--- config.mk ---
export PLATFORM = sky130hd
export DESIGN_NAME = fetch_queue
export DESIGN_NICKNAME = d
export VERILOG_FILES = /design/src/rtl/mips_pkg.sv /design/src/rtl/fq_storage.sv /design/src/rtl/fetch_queue.sv
export SDC_FILE = /design/constraint.sdc
export NUM_CORES = 1
export LEC_CHECK = 0
export ABC_AREA = 1
export CORE_ASPECT_RATIO = 0.5
export CORE_MARGIN = 10
export CORE_UTILIZATION = 35
export CTS_CLUSTER_DIAMETER = 200
export DETAILED_ROUTE_END_ITERATION = 7
export GPL_TIMING_DRIVEN = 0
export SYNTH_ARGS = -nofsm -noshare
export SYNTH_HDL_FRONTEND = slang
export SYNTH_HIERARCHICAL = 1
export SYNTH_SLANG_ARGS = --single-unit
--- constraint.sdc ---
create_clock -name clk -period 6.15 [get_ports clk]
set_input_delay 0.615 -clock clk [delete_from_list [all_inputs] [get_ports clk]]
set_output_delay 0.615 -clock clk [all_outputs]
set_load 0.05 [all_outputs]
--- src/rtl/mips_pkg.sv ---
// Shared fetch-path constants and the fetch-entry field layout {pc4, instr}.
// Has no latency and no flow control of its own.
package mips_pkg;
  localparam int INSTR_W = 32;
  localparam int ADDR_W  = 32;
  localparam logic [INSTR_W-1:0] NOP_INSTR = 32'h0000_0000;

  typedef struct packed {
    logic [ADDR_W-1:0]  pc4;
    logic [INSTR_W-1:0] instr;
  } fetch_entry_t;
endpackage

--- src/rtl/fq_storage.sv ---
// DEPTH-entry register file: one synchronous write port, one asynchronous read port.
// Writes land at the clock edge and reads are combinational; the caller owns pointers and flow control.
module fq_storage #(
  parameter int DEPTH = 4,
  parameter int W     = 64
) (
  input  logic                     clk,
  input  logic                     i_we,
  input  logic [$clog2(DEPTH)-1:0] i_waddr,
  input  logic [W-1:0]             i_wdat,
  input  logic [$clog2(DEPTH)-1:0] i_raddr,
  output logic [W-1:0]             o_rdat
);
  logic [W-1:0] r_mem [DEPTH];

  // Contents are qualified by the owner's count, so the array carries no reset.
  always_ff @(posedge clk) begin
    if (i_we) r_mem[i_waddr] <= i_wdat;
  end

  assign o_rdat = r_mem[i_raddr];
endmodule

--- src/rtl/fetch_queue.sv ---
// Prefetch queue between fetch and ID: a word fetched at edge N is presented to ID after that edge.
// Holds the PC (pc_write=0) only while full and not flushing; flush drops all queued and in-flight words.
module fetch_queue
  import mips_pkg::*;
#(
  parameter int DEPTH = 4,
  parameter int AW    = ADDR_W,
  parameter int IW    = INSTR_W
) (
  input  logic                       clk,
  input  logic                       rst,
  input  logic [AW-1:0]              fetch_pc,
  input  logic [IW-1:0]              fetch_instr,
  output logic                       pc_write,
  input  logic                       flush,
  input  logic                       id_ready,
  output logic                       id_valid,
  output logic [IW-1:0]              id_instr,
  output logic [AW-1:0]              id_pc4,
  output logic [$clog2(DEPTH):0]     count
);
  localparam int PW = $clog2(DEPTH);
  localparam int CW = PW + 1;
  localparam logic [CW-1:0] FULL_CNT = CW'(DEPTH);

  logic [PW-1:0]    r_wr_ptr;
  logic [PW-1:0]    r_rd_ptr;
  logic [CW-1:0]    r_count;
  logic             w_full;
  logic             w_enq;
  logic             w_deq;
  logic [AW+IW-1:0] w_wdat;
  logic [AW+IW-1:0] w_rdat;

  assign w_full   = (r_count == FULL_CNT);
  assign w_enq    = ~w_full & ~flush;
  assign w_deq    = id_valid & id_ready & ~flush;
  assign pc_write = flush | ~w_full;
  assign w_wdat   = {fetch_pc + AW'(4), fetch_instr};

  fq_storage #(.DEPTH(DEPTH), .W(AW + IW)) u_storage (
    .clk     (clk),
    .i_we    (w_enq),
    .i_waddr (r_wr_ptr),
    .i_wdat  (w_wdat),
    .i_raddr (r_rd_ptr),
    .o_rdat  (w_rdat)
  );

  // Flush outranks enq/deq: the word fetched in the flush cycle is wrong-path.
  always_ff @(posedge clk or posedge rst) begin
    if (rst) begin
      r_wr_ptr <= '0;
      r_rd_ptr <= '0;
      r_count  <= '0;
    end else if (flush) begin
      r_wr_ptr <= '0;
      r_rd_ptr <= '0;
      r_count  <= '0;
    end else begin
      if (w_enq) r_wr_ptr <= r_wr_ptr + PW'(1);
      if (w_deq) r_rd_ptr <= r_rd_ptr + PW'(1);
      if (w_enq && !w_deq)      r_count <= r_count + CW'(1);
      else if (w_deq && !w_enq) r_count <= r_count - CW'(1);
    end
  end

  assign count    = r_count;
  assign id_valid = (r_count != '0);
  assign id_instr = id_valid ? w_rdat[IW-1:0]     : NOP_INSTR[IW-1:0];
  assign id_pc4   = id_valid ? w_rdat[AW+IW-1:IW] : '0;
endmodule

==> notes.md, run 1 <==
The following summarizes the physical implementation.

Critical path
The element type at the critical path end is an output port. The instance count on the critical path is 7. STA classifies the critical path startpoint as a flop.

Floorplan
In this run the standard cell core region covers around 35000 sq um.

Final timing
At the pin with the least slew margin, the transition time is ~1.1 ns. The setup total negative slack is 0 ns. The final timing report derives a shortest allowable period of between 3 and 4 ns. The worst slew margin relative to its limit is 0.295. The achievable clock frequency is 275 MHz.

Run
The report counts max-capacitance violations totalling 0. The count of warning messages emitted by the tools is 26.

Global routing
The final global-route overflow total is 0. The aggregate global-route resource usage is 0.135. The global routing usage on met2 is 0.254.

Cells and area
The signed area change from the synthesized netlist to the final layout is 25.4%.

Yosys
The netlist area before placement is around 13000 sq um. The most frequently used library cell after synthesis is sky130_fd_sc_hd__nand2_1. The share of async-settable or async-resettable flops after synthesis is 0.0266. Yosys attributes the largest share of cell area to sky130_fd_sc_hd__edfxtp_1 (61%), sky130_fd_sc_hd__nand2_1 (12%), sky130_fd_sc_hd__inv_1 (10%), sky130_fd_sc_hd__nand3_1 (5.4%), sky130_fd_sc_hd__nor2_1 (2.8%).

The number of cells reported by Yosys stat comes to ~1400. After synthesis, the chip area reported by Yosys is approximately 13000 sq um. The number of synthesis warnings is 6. The net count after synthesis is approximately 1400. The sequential cell area fraction in the yosys report is 0.626. The synthesized area per cell is 9.20 sq um.

Power and ir drop
The relative contribution of sequential cells to total power is 0.342. The leakage component of the power was reported as between 7 and 8 nW. The portion of total power attributed to combinational logic is 0.419. The worst-case vdd ir drop is about 0.26 mV.

Drt
The average wire per cell in the routed design is 14.8 um. The violation tally from detailed-route iteration zero is about 520.

Clock tree
The post-cts repair resize count is 0. After clock tree synthesis, the setup repair step added 0 buffers. The clock root buffer is sky130_fd_sc_hd__clkbuf_16. The TritonCTS buffer count is 26.

Run status
The flow ran to the end, and the final reports show no timing, DRC or antenna violations.

Placement
The worst setup slack before clock tree synthesis is between 2 and 3 ns.

Hold path
The class of the tightest hold or removal check is in -> async.
-- run 1: through the flow --
step / cells / area (sq um) / power (mW)
finish: 2055 / 15800 / 6.63
global route: 2055 / 15800 / 6.98
CTS: 2054 / 15800 / 6.72
detailed placement: 2006 / 14900 / 5.13
global placement: 1976 / 14500 / 5.10
floorplan: 1365 / 12600 / 4.14
-- run 1: layout make-up --
cell class,instances,area (sq um)
timing repair buffer,166,1700
clock inverter,14,150
sequential,263,7860
buffer,47,263
clock buffer,34,721
multi-input combinational,703,3140
inverter,352,1320
tap,475,594
antenna,1,2.50
fill,3278,19200
-- run 1: cell usage in the layout, fill, tap and decap left out, types with 16 or more instances in the layout --
master                            count
sky130_fd_sc_hd__buf_2               27
sky130_fd_sc_hd__clkdlybuf4s50_1    136
sky130_fd_sc_hd__nor2_1              94
sky130_fd_sc_hd__buf_6               25
sky130_fd_sc_hd__nand2_1            397
sky130_fd_sc_hd__nand3_1            135
sky130_fd_sc_hd__inv_1              345
sky130_fd_sc_hd__buf_4               16
sky130_fd_sc_hd__clkbuf_16           26
sky130_fd_sc_hd__edfxtp_1           256
-- run 1: per-layer routing --
metal  vias up  wire length, um
met3        46             1310
met5         -               14
li1       4563                -
met4         4              665
met1      4022            12300
met2       179            16200
-- run 1: kinds of logic after synthesis --
| family | count (synthesis) | share of synthesized area |
|---|---|---|
| XOR/XNOR | 22 | 0.0153 |
| AND-OR/OR-AND | 10 | 0.00498 |
| buffers and inverters | 399 | 0.126 |
| adder cells (fa/ha/maj) | 2 | 0.00259 |
| AND/OR/NAND/NOR | 669 | 0.225 |
| flip-flops | 263 | 0.626 |
-- run 1: power by group through the flow --
stage          Combinational (mW)  Sequential, mW  Clock, mW
3_5_place_dp                 2.82            2.30          0
5_1_grt                      3.01            2.28       1.70
4_1_cts                      2.83            2.27       1.62
2_1_floorplan                1.79            2.35          0
3_3_place_gp                 2.74            2.37          0
6_report                     2.78            2.27       1.58
-- run 1: state kept, by name, indices dropped and copies added, names as in the netlist --
register,cells
u_storage/r_mem,256
r_wr_ptr,2
r_rd_ptr,2
count,3
-- run 1: path summary, 6_finish.rpt --
kind | startpoint | to | slack, ns
setup / recovery | r_rd_ptr[1]$_DFFE_PP0P_ | id_pc4[16] | 2.51
hold / removal | rst | r_wr_ptr[0]$_DFFE_PP0P_ | 0.30
setup reg to reg | count[2]$_DFFE_PP0P_ | u_storage/r_mem[2][57]$_DFFE_PP_ | 3.42
hold reg to reg | r_wr_ptr[1]$_DFFE_PP0P_ | r_wr_ptr[1]$_DFFE_PP0P_ | 0.55
max in group asynchronous | rst | count[0]$_DFFE_PP0P_ | 5.60
min in group clk | r_wr_ptr[1]$_DFFE_PP0P_ | r_wr_ptr[1]$_DFFE_PP0P_ | 0.55
Figure 1. Nets reached from selected ports (run 1).
Drawn at 1.5 px/um.
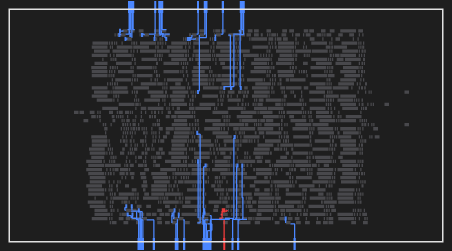
colour	port	direction	edge	end cells	wire
blue	id_pc4	output	17 bottom, 15 top	32	1050 um
red	id_valid	output	bottom	1	25.2 um
PortBufs: 136
Ports: 137

Figure 2. Cell placement (run 1).
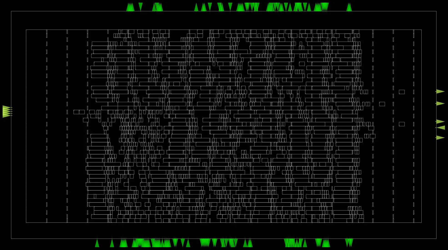
number of standard cells in the final layout excluding fillers: 2055
FF+latch count: 263
floorplan row count: 48

Figure 3. Met1 routing (run 1).
Drawn at 2 px/um. Supply wires on this layer in grey.
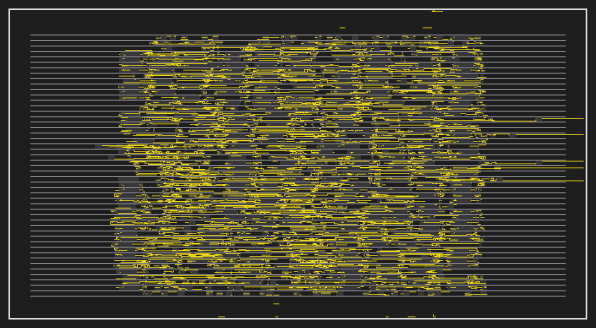
wire length on this layer	12300 um
nets with wire on the layer	1547
main direction	horizontal
share of all routed wire	40%
longest straight run	48.5 um
total detailed-routing wirelength: 30.5 mm
met1 global-route usage: 0.157
via count: 8814

Figure 4. Local utilization (run 1).
Drawn at 1.5 px/um. 29 x 15 tiles, from dark blue (low) to red (high), 0 to 100% covered.
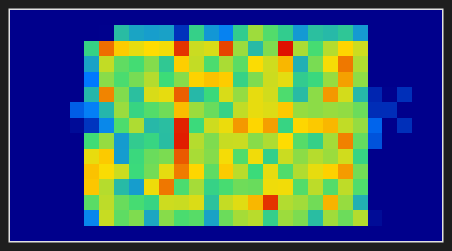

==> run 2, diff against run 1 <==
clock period = 3 ns   (was 6.15 ns; I/O delays follow)
Figure 5. Local utilization (run 2).
Drawn at 1.5 px/um. 29 x 15 tiles, from dark blue (low) to red (high), 0 to 100% covered.
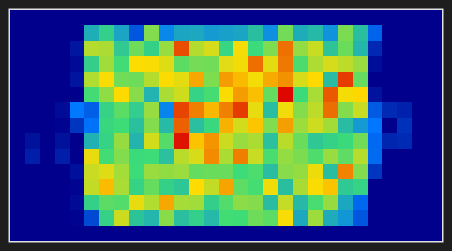
fullest tile	99%
tiles over 75% full	8.7%
mean over tiles	34%

==> run 2 against run 1 <==
Effect of this change: combinational power up 96%; synthesized area unchanged; synthesized cell count unchanged; clock power up about 90%; worst setup slack worse by 2.4 ns; cell count down 0.92%; clock-buffer cell count down 2; die size unchanged; highest routed layer unchanged.
==> notes.md, run 2 <==
The following summarizes the physical implementation.

Critical path
The worst setup path is captured at an output port. The setup slack on the worst flop-to-flop path is ~0.50 ns. The worst setup path is launched from a flop.

Final timing
The actual transition at the worst max-transition pin is 0.937 ns. For the finished layout, the period the worst path requires is between 2 and 3 ns. The worst slew margin relative to its limit is 0.373. The setup total negative slack is 0 ns. Derived from the worst setup path, the maximum achievable clock frequency is between 300 and 400 MHz.

Cells and area
The signed area change from the synthesized netlist to the final layout is 24.8%. The register with the highest flop count is u_storage/r_mem. By instance count after routing, the leading logic cell types are sky130_fd_sc_hd__nand2_1 (397), sky130_fd_sc_hd__inv_1 (344), sky130_fd_sc_hd__edfxtp_1 (256), sky130_fd_sc_hd__nand3_1 (135), sky130_fd_sc_hd__nor2_1 (94). The dominant logic cell type in the layout is sky130_fd_sc_hd__nand2_1. Leaving out filler cells and counting taps, the final layout contains about 2000.

With fillers left out, the area of the finished cells amounts to around 16000 sq um. The flip-flop count of the largest register after layout is roughly 260.

Global routing
Per the GRT congestion report, total overflow comes to 0. The aggregate global-route resource usage is 0.137.

Placement
The port buffer count is approximately 140. Summing all placed instances gives a cell area of ~15000 sq um.

Yosys
After synthesis, the share of cell area in mux cells is 0. The post-synth net total is approximately 1400. In this run, the synthesized area fraction spent on and/or/nand/nor cells is recorded as 0.225. In the synthesized netlist the async set-or-reset flop fraction comes to 0.0266. Of the total synthesized cell area, the portion taken by AND-OR and OR-AND cells is 0.00498. The most frequent cell after synthesis is sky130_fd_sc_hd__nand2_1. The xor-xnor portion of the synthesized cell area is 0.0153.

The area share of fa/ha/maj cells after synthesis is 0.00259. The yosys cell count is around 1400. The top logic cell family in the synthesized netlist is simple AND/OR/NAND/NOR gates. The main area contributors are sky130_fd_sc_hd__edfxtp_1 (61%), sky130_fd_sc_hd__nand2_1 (12%), sky130_fd_sc_hd__inv_1 (10%), sky130_fd_sc_hd__nand3_1 (5.4%), sky130_fd_sc_hd__nor2_1 (2.8%).

Drt
The wire length recorded after detailed routing is roughly 31 mm. The via count is between 8000 and 9000. The script logs the mean routed wire length per placed instance as 15.2 um.

Once iteration 0 of detailed routing completed, the report listed about 530 DRC markers. Before antenna repair, the detailed router went through 5 iterations.

Clock tree
The depth of the CTS H-tree is 1. The clock root buffer is sky130_fd_sc_hd__clkbuf_16. In this run, CTS created clock tree buffers numbering 26.

Run status
The flow ran to the end, and the final reports show no timing, DRC or antenna violations.

Run
The count of warning messages emitted by the tools is 26. Max-cap violations in this run came to 0.

Floorplan
For reference, the placement row count at floorplan is 48. The floorplan report gives the top-level pin count as approximately 140.

Power and ir drop
The relative contribution of sequential cells to total power is 0.355. The worst-case IR drop observed on VDD is between 0.4 and 0.5 mV. Power comes to approximately 13 mW.

For this design the static power due to leakage is around 7.3 nW. The power report attributes to the combinational group a share of 0.416.

Hold path
The class of the tightest hold or removal check is in -> async.
Figure 6. Cell placement (run 2).
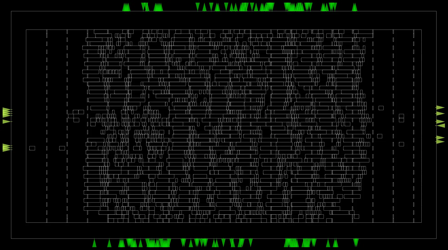
Finished Core Util: 0.449
count of fill cells added during filler insertion: 3302
flip-flop and latch share of the layout cell area: 0.502
CORE AREA: 35000 sq um
tapcell count: 475

run 2: cell counts after synthesis:
Identical to the previous run, type by type.
run 2: repair_timing:
item | 4_1_cts | 5_1_grt
endpoints found under the setup margin | 60 | 4
resized | 66 | 4
hold buffers | 0 | 0
run 2: logic make-up after synthesis:
logic type,Yosys count
xor+xnor,22
simple gates,669
buf+inv,399
compound gates,10
flops,263
fa+ha+maj,2
run 2: area by class of cell:
class                   count  area share
well taps                 475      0.0379
multi-input cells         703       0.202
inverters                 352      0.0842
clock inverters            10     0.00463
flip-flops and latches    263       0.502
clock buffers              32      0.0443
diodes                      2    0.000319
plain buffers              47      0.0172
repair buffers            152       0.108
run 2: per-layer routing:
layer | share of wire | up-vias | track usage
li1 | - | 4537 | -
met1 | 0.43 | 4136 | 0.168
met2 | 0.50 | 149 | 0.243
met3 | 0.041 | 61 | 0.0207
met4 | 0.029 | 2 | 0.0464
met5 | 0.00023 | - | 0
run 2: worst paths after layout:
path / from / endpoint / cells past startpoint
max: r_rd_ptr[1]$_DFFE_PP0P_ / id_instr[14] / 7
min: rst / r_wr_ptr[1]$_DFFE_PP0P_ / 2
max reg2reg: count[2]$_DFFE_PP0P_ / u_storage/r_mem[0][22]$_DFFE_PP_ / 6
max in group asynchronous: rst / count[0]$_DFFE_PP0P_ / 2
min reg2reg: count[0]$_DFFE_PP0P_ / count[0]$_DFFE_PP0P_ / 1
min in group clk: fetch_instr[25] / u_storage/r_mem[3][25]$_DFFE_PP_ / 1
run 2: metrics by stage:
stage,hold slack [ns],worst slack [ns]
after CTS,0.0150,0.0241
after global routing,0.0337,0.00573
after detailed placement,0.540,0.0622
after floorplan,0.103,0.0324
final,0.0164,0.144
after global placement,0.539,-1.59
run 2: power by group through the flow:
stage          logic, mW  registers (mW)  clock network, mW
3_3_place_gp        5.63            4.76                  0
4_1_cts             5.56            4.65               3.08
3_5_place_dp        5.88            4.73                  0
5_1_grt             5.91            4.69               3.22
6_report            5.45            4.65               3.00
2_1_floorplan       3.68            4.78                  0
Figure 7. Nets reached from selected ports (run 2).
Drawn at 1.5 px/um.
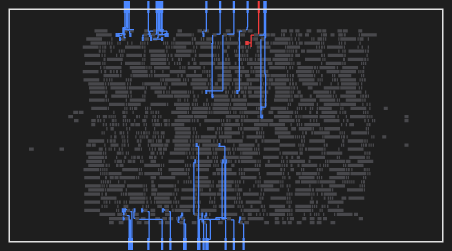

==> run 3, diff against run 2 <==
CAP_MARGIN = 25   (was not set)
Figure 8. Nets reached from selected ports (run 3).
Drawn at 1.5 px/um.
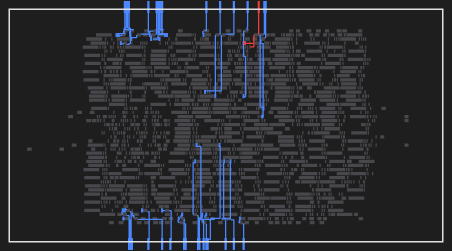
colour	port	direction	edge	end cells	wire
blue	id_pc4	output	16 bottom, 16 top	32	1090 um
red	id_valid	output	top	1	31.5 um

Figure 9. Cell placement (run 3).
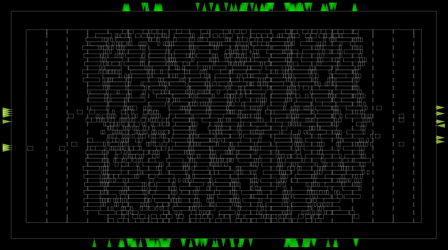
flip-flop and latch share of the layout cell area: 0.502
Finished Core Util: 0.449
count of fill cells added during filler insertion: 3318
number of standard cells in the final layout excluding fillers: 2039

==> run 3 against run 2 <==
Effect of this change: non-clock buffer count unchanged; wire length up 0.26%; sequential cell count unchanged; clock skew down 0.0028 ns; global-route usage down 0.075 points; worst hold slack about the same; critical path depth unchanged; maximum frequency down 0.39%; final area about the same; clock-buffer cell count up 1; sequential share of layout area about the same; cell count up 0.15%.
==> notes.md, run 3 <==
The following summarizes the physical implementation.

Cells and area
The post-route cell area is 15700 sq um. Registers take between 7000 and 8000 sq um. The area of the multi-input gates is between 3000 and 4000 sq um. From synthesis to final layout, the design area changed by 24.8%. The flip-flop count of the largest register after layout is around 260.

Run
The total of max-cap violations is 0.

Hold path
The class of the tightest hold or removal check is in -> async.

Drt
Across all layers, the routed design uses approximately 9000 vias. After the first detailed-routing iteration, the DRC count stood at approximately 470. The average wire per cell in the routed design is around 15 um. In the post-route report, total wirelength is listed as 31.0 mm.

Yosys
The synthesized chip area reported by yosys is between 10000 and 15000 sq um. Averaged over all synthesized cells, the footprint is between 9 and 10 sq um. The netlist area before placement is 12600 sq um. The most frequent cell after synthesis is sky130_fd_sc_hd__nand2_1. Per the post-synthesis report, the nets total 1435.

Floorplan
For reference, the placement row count at floorplan is approximately 48. The top-level I/O count is roughly 140.

Placement
The port buffer count is around 140.

Power and ir drop
The final power report lists total power as 13.1 mW. Summed over all cells, the static leakage comes to roughly 7.3 nW.

Critical path
The startpoint kind of the worst setup timing path is a flop. STA classifies the critical path endpoint as an output port.

Final timing
The actual transition at the worst max-transition pin is between 0.9 and 1 ns.

Global routing
After global routing the overflow that remains totals 0.

Run status
The run finished with clean final reports.

Clock tree
The depth of the CTS H-tree is 1.
==> run 3: final timing paths <==
check / start / to / slack, ns / depth (start not counted)
setup reg to reg: count[2]$_DFFE_PP0P_ / u_storage/r_mem[0][23]$_DFFE_PP_ / 0.47 / 6
max in group asynchronous: rst / count[1]$_DFFE_PP0P_ / 2.74 / 2
setup / recovery: r_rd_ptr[1]$_DFFE_PP0P_ / id_pc4[19] / 0.13 / 7
hold / removal: rst / count[2]$_DFFE_PP0P_ / 0.02 / 2
min in group clk: fetch_instr[5] / u_storage/r_mem[0][5]$_DFFE_PP_ / 0.41 / 1
hold reg to reg: count[0]$_DFFE_PP0P_ / count[0]$_DFFE_PP0P_ / 0.55 / 1
==> run 3: cell type report <==
cell class / count / share of cell area
repair buffers: 152 / 0.108
plain buffers: 47 / 0.0172
flip-flops and latches: 263 / 0.502
multi-input cells: 703 / 0.202
clock inverters: 12 / 0.00535
well taps: 475 / 0.0379
clock buffers: 33 / 0.0431
inverters: 352 / 0.0843
diodes: 2 / 0.000319
==> run 3: cell families (layout without fill, tap and decap cells) <==
logic type / count (synthesis) / after routing / synth area share
buffers and inverters: 399 / 596 / 0.126
xor gates and xnor gates: 22 / 22 / 0.0153
adders and majority gates: 2 / 2 / 0.00259
DFF: 263 / 263 / 0.626
AOI/OAI and AO/OA: 10 / 10 / 0.00498
other: 0 / 2 / 0
and+or+nand+nor: 669 / 669 / 0.225
==> run 3: what timing repair did <==
item	CTS	global route
hold buffers	0	0
endpoints found under the hold margin	0	0
gates resized	66	5
setup endpoints to repair	60	5
==> run 3: per-stage QoR <==
stage | hold slack (ns) | instances | worst slack [ns] | utilization
finish | 0.0161 | 2039 | 0.133 | 0.449
global route | 0.0383 | 2038 | 0.0192 | 0.448
CTS | 0.0265 | 2037 | 0.0238 | 0.448
detailed placement | 0.540 | 1992 | 0.0569 | 0.428
global placement | 0.539 | 1976 | -1.59 | 0.417
floorplan | 0.103 | 1365 | 0.0324 | -
==> run 3: power by group <==
group	internal, mW	total (mW)	switching, mW
clock	1.67	2.96	1.29
sequential	4.52	4.65	0.129
combinational	1.49	5.47	3.98
total	7.68	13.1	5.40
==> run 3: worst max-delay path, delay by kind of cell (launching register included) <==
| kind | cells | cell delay, ns |
|---|---|---|
| buffers and inverters | 4 | 1.24 |
| AND/OR/NAND/NOR | 3 | 0.38 |
| flip-flops | 1 | 0.42 |
==> run 3: layer usage <==
| metal | share of wire | global-route usage |
|---|---|---|
| met4 | 0.022 | 0.0353 |
| met1 | 0.43 | 0.167 |
| met3 | 0.035 | 0.0190 |
| met5 | 0.00023 | 0 |
| met2 | 0.51 | 0.248 |

## Gallery

Sizing map.
Drawn at 1.5 px/um.
panel A
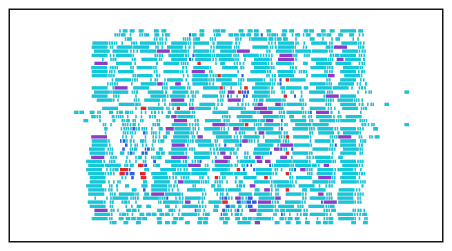
panel B
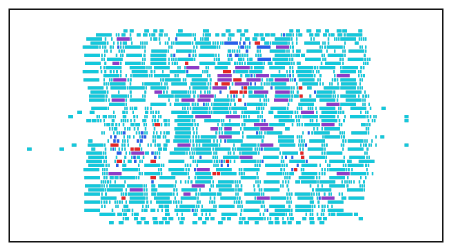
| from | picture |
|---|---|
| run 1 | panel A |
| run 3 | panel B |

Key to panel A:
colour	size	cells	share
cyan	_0 and _1 cells	1431	91%
purple	_6 and larger	62	3.9%
red	_3 and _4 cells	23	1.5%
blue	_2 cells	63	4.0%

Power is estimated from default activity; no workload was simulated.
